===== config.mk =====
export PLATFORM = sky130hd
export DESIGN_NAME = jtpang_bank_resp
export DESIGN_NICKNAME = d
export VERILOG_FILES = /design/src/rtl/jtpang_bank_resp.sv
export SDC_FILE = /design/constraint.sdc
export NUM_CORES = 1
export LEC_CHECK = 0
export CAP_MARGIN = 15
export CORE_MARGIN = 4
export CORE_UTILIZATION = 41
export CTS_CLUSTER_DIAMETER = 100
export DETAILED_ROUTE_END_ITERATION = 8
export MAX_ROUTING_LAYER = met4
export PLACE_DENSITY = 0.77
export SYNTH_ARGS = -nofsm -noshare
export SYNTH_HDL_FRONTEND = slang
export SYNTH_SLANG_ARGS = --single-unit

===== constraint.sdc =====
create_clock -name clk -period 2.4 [get_ports clk]
set_input_delay 0.72 -clock clk [delete_from_list [all_inputs] [get_ports clk]]
set_output_delay 0.72 -clock clk [all_outputs]
set_load 0.005 [all_outputs]

===== src/rtl/jtpang_bank_resp.sv =====
// Four-bank SDRAM read responder: arbitrates bank requests and streams bursts from a fixed-latency port.
// Define JTPANG_BANK_PRIO_EN for fixed priority (bank 0 highest); the default is round robin.
module jtpang_bank_resp #(
    parameter int AW    = 22,
    parameter int BURST = 2,
    parameter int LAT   = 3
) (
    input  logic              clk,
    input  logic              rst_n,
    input  logic [4*AW-1:0]   ba_addr,
    input  logic [3:0]        ba_rd,
    output logic [3:0]        ba_ack,
    output logic [3:0]        ba_dst,
    output logic [3:0]        ba_dok,
    output logic [3:0]        ba_rdy,
    output logic [15:0]       data_read,
    output logic [AW+1:0]     mem_addr,
    output logic              mem_rd,
    input  logic [15:0]       mem_data
);

    typedef enum logic [1:0] {IDLE, GRANT, ISSUE, DRAIN} state_t;

    state_t            state, state_nx;
    logic [1:0]        win;
    logic [1:0]        bank_q;
    logic [3:0]        bank_oh;
    logic [AW-1:0]     addr_q;
    logic [1:0]        beat;
    logic              last_beat;
    logic [2:0]        tag_now;
    logic [2:0]        ret;
    logic [3*LAT-1:0]  sr_q;
    logic [3*LAT+2:0]  hist;

`ifdef JTPANG_BANK_PRIO_EN
    always_comb begin
        win = '0;
        for (int unsigned i = 4; i > 0; i--) begin
            if (ba_rd[i-1]) win = 2'(i-1);
        end
    end
`else
    logic [1:0] ptr_q;

    // Scan from the farthest offset down so the nearest requester after ptr_q wins.
    always_comb begin
        win = ptr_q;
        for (int unsigned i = 4; i > 0; i--) begin
            if (ba_rd[ptr_q + 2'(i-1)]) win = ptr_q + 2'(i-1);
        end
    end

    always_ff @(posedge clk) begin
        if (!rst_n)
            ptr_q <= '0;
        else if (state == GRANT)
            ptr_q <= bank_q + 2'd1;
    end
`endif

    assign bank_oh   = 4'b0001 << bank_q;
    assign last_beat = (beat == 2'(BURST-1));

    // hist slot j holds the {valid,first,last} tag of the beat issued j cycles ago;
    // mem_data for a beat is sampled on the LAT-th edge after its mem_rd.
    always_comb begin
        tag_now  = {state == ISSUE, beat == 2'd0, last_beat};
        hist     = {sr_q, tag_now};
        ret      = hist[3*(LAT-1) +: 3];
        ba_ack   = (state == GRANT) ? bank_oh : '0;
        mem_rd   = (state == ISSUE);
        mem_addr = (state == ISSUE) ? {bank_q, addr_q + AW'(beat)} : '0;
        state_nx = state;
        case (state)
            IDLE:  if (|ba_rd) state_nx = GRANT;
            GRANT: state_nx = ISSUE;
            ISSUE: if (last_beat) state_nx = DRAIN;
            DRAIN: if (hist[3*LAT+2] && hist[3*LAT]) state_nx = IDLE;
            default: state_nx = IDLE;
        endcase
    end

    always_ff @(posedge clk) begin
        if (!rst_n) begin
            state     <= IDLE;
            bank_q    <= '0;
            addr_q    <= '0;
            beat      <= '0;
            sr_q      <= '0;
            ba_dst    <= '0;
            ba_dok    <= '0;
            ba_rdy    <= '0;
            data_read <= '0;
        end else begin
            state <= state_nx;
            if (state == IDLE)
                bank_q <= win;
            if (state == GRANT) begin
                addr_q <= ba_addr[32'(bank_q)*AW +: AW];
                beat   <= '0;
            end
            if (state == ISSUE)
                beat <= beat + 2'd1;
            sr_q <= hist[3*LAT-1:0];
            if (ret[2])
                data_read <= mem_data;
            ba_dok <= ret[2] ? bank_oh : '0;
            ba_dst <= (ret[2] && ret[1]) ? bank_oh : '0;
            ba_rdy <= (ret[2] && ret[0]) ? bank_oh : '0;
        end
    end

endmodule


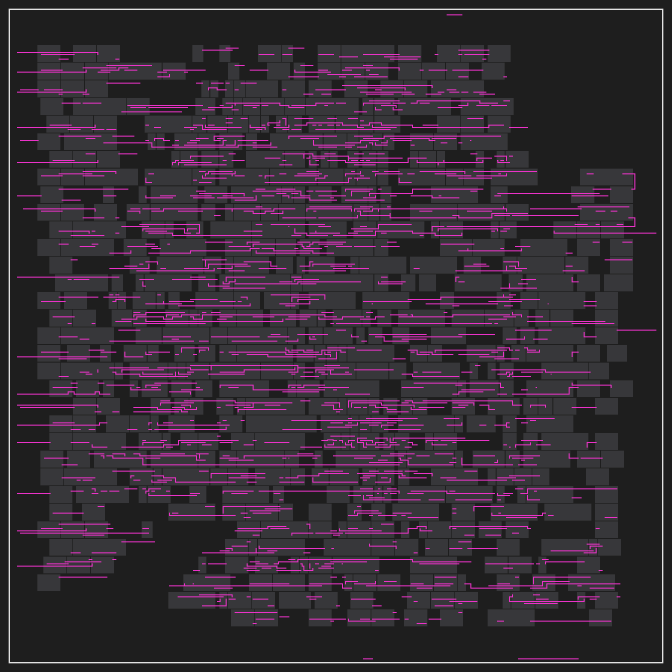
Fig. 1. Met1 routing.
Cells faint in the background.
The wires run mostly horizontal. The longest straight run is 39.6 µm. 582 nets have wire on it.
routed wire length: 10,500 µm
Vias: 3,440
met1 Track Usage GR: 0.242

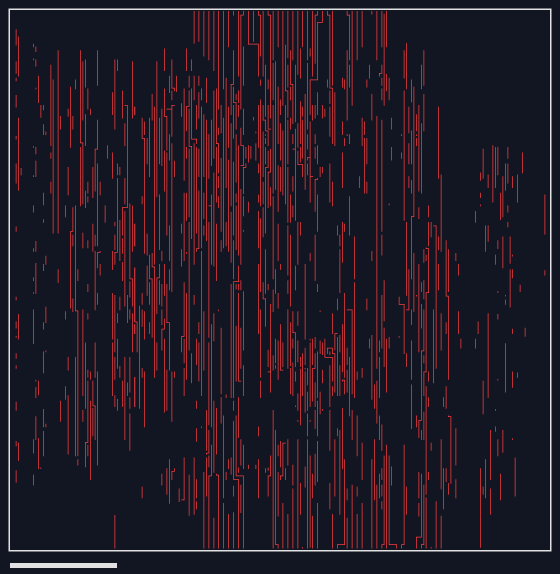
Fig. 2. M2 wires.
The bar under the picture is 20 µm long.
The layer carries 5,480 µm of wire. 598 nets have wire on it. The layer holds 52% of the routed length.

-- worst paths after layout --
path	startpoint	endpoint	slack, ns	cells after the start
max reg2reg	beat[1]$_SDFFE_PN0P_	state[1]$_SDFFE_PN0P_	0.61	8
max	addr_q[1]$_SDFFE_PN0P_	mem_addr[15]	-0.28	7
min	sr_q[0]$_SDFF_PN0_	sr_q[3]$_SDFF_PN0_	0.43	1
min reg2reg	sr_q[0]$_SDFF_PN0_	sr_q[3]$_SDFF_PN0_	0.43	1
-- what timing repair did --
action                     CTS  global route
pin swaps                   30            24
setup buffers               11             6
resized                    117            31
setup endpoints to repair   28            24
cloned                       0             0
-- where the power goes --
group | switching, W | leakage [nW] | internal [W]
clock | 0.000406 | 0.110 | 0.000638
combinational | 0.000830 | 1.70 | 0.00103
sequential | 0.000150 | 0.541 | 0.00129
-- area by class of cell --
class / instances / area share
tap: 105 / 0.0221
inverter: 12 / 0.00757
clock buffer: 13 / 0.0267
clock inverter: 2 / 0.0101
multi-input combinational: 248 / 0.372
sequential: 66 / 0.226
timing repair buffer: 215 / 0.336
-- through the flow --
stage / total power, W / TNS, ns / utilization
global route: 0.00461 / -4.68 / 0.720
global placement: 0.00313 / -3.57 / 0.664
floorplan: 0.00247 / 0 / -
CTS: 0.00430 / -3.70 / 0.710
detailed placement: 0.00319 / -3.98 / 0.664
finish: 0.00435 / -3.33 / 0.720
-- critical path, stage by stage, from the launching register on --
cell	delay (ns)
dfxtp_4	0.36
ha_4	0.27
a21o_4	0.13
buf_6	0.10
nand4_4	0.12
or3_4	0.38
a21oi_4	0.13
buf_2	0.13
-- metal layers --
metal,GRT usage,up-vias,routed length [µm]
li1,-,1635,-
met1,0.242,1627,4070
met2,0.366,151,5480
met3,0.0388,27,687
met4,0.103,0,298
met5,-,-,0
==> Changelog: implementation <==
## Flow update

- Mux frac, synth: 0.258
- DP Cell Count: 632
- Maximum buffer depth of the clock tree: 2
- Worst setup EP type: output pin
- Aoi share: 0.0531
- Largest regs: addr_q x22, data_read x16, sr_q x8
- First-pass GRT wire length: 16,700 µm
- Worst EP required: 1.68 ns
- Main logic family: multiplexers
- Crit Path Class: reg -> out
- Pwr Density: 732 mW/mm²
- Maximum vdd drop: 0.389 mV
- Worst slew pin tran: 0.497 ns
- Total congestion overflow: 0
- Synth top area share: 0.376
- Final instance area: 0.00595 mm²
- Worst Clk Skew: 0.00574 ns
- Commonest flop: dfxtp_1
- Violated checks: negative setup slack
- Layout cells sized above 1: 0.264
- Syn Inst Count: 348
- Largest net degree at the start of global routing: 32
- GRT Util Overall: 0.214
- Hold Violations, Final: 0
- Most numerous logic cell after layout: clkdlybuf4s50_1
- H-tree lvl count: 3
- Final setup viols: 20
- Vias in the first global route: 3,606
- Worst hold path class: reg -> reg
- Post-route setup slack: -0.282 ns
- Async set or reset register ratio after synthesis: 0
- CTS tree: built
- Post-Synthesis Cell Area: 0.00351 mm²
- CP arrival: 1.96 ns
- Tool Warnings: 36
- Outcome: complete, but fails checks
- Diode count: 0
- Placer Congestion: 0.837
- DIE WIDTH: 101 µm
- Part of the cycle the worst path needs: 1.12
- Clock period minus final worst setup slack: 2.68 ns
- Synth cell types: 37
- Post-Syn Nets: 472
- Adder share: 0.0520
- Cts hold-fix bufs: 0
Power and IR drop assume default switching activity.
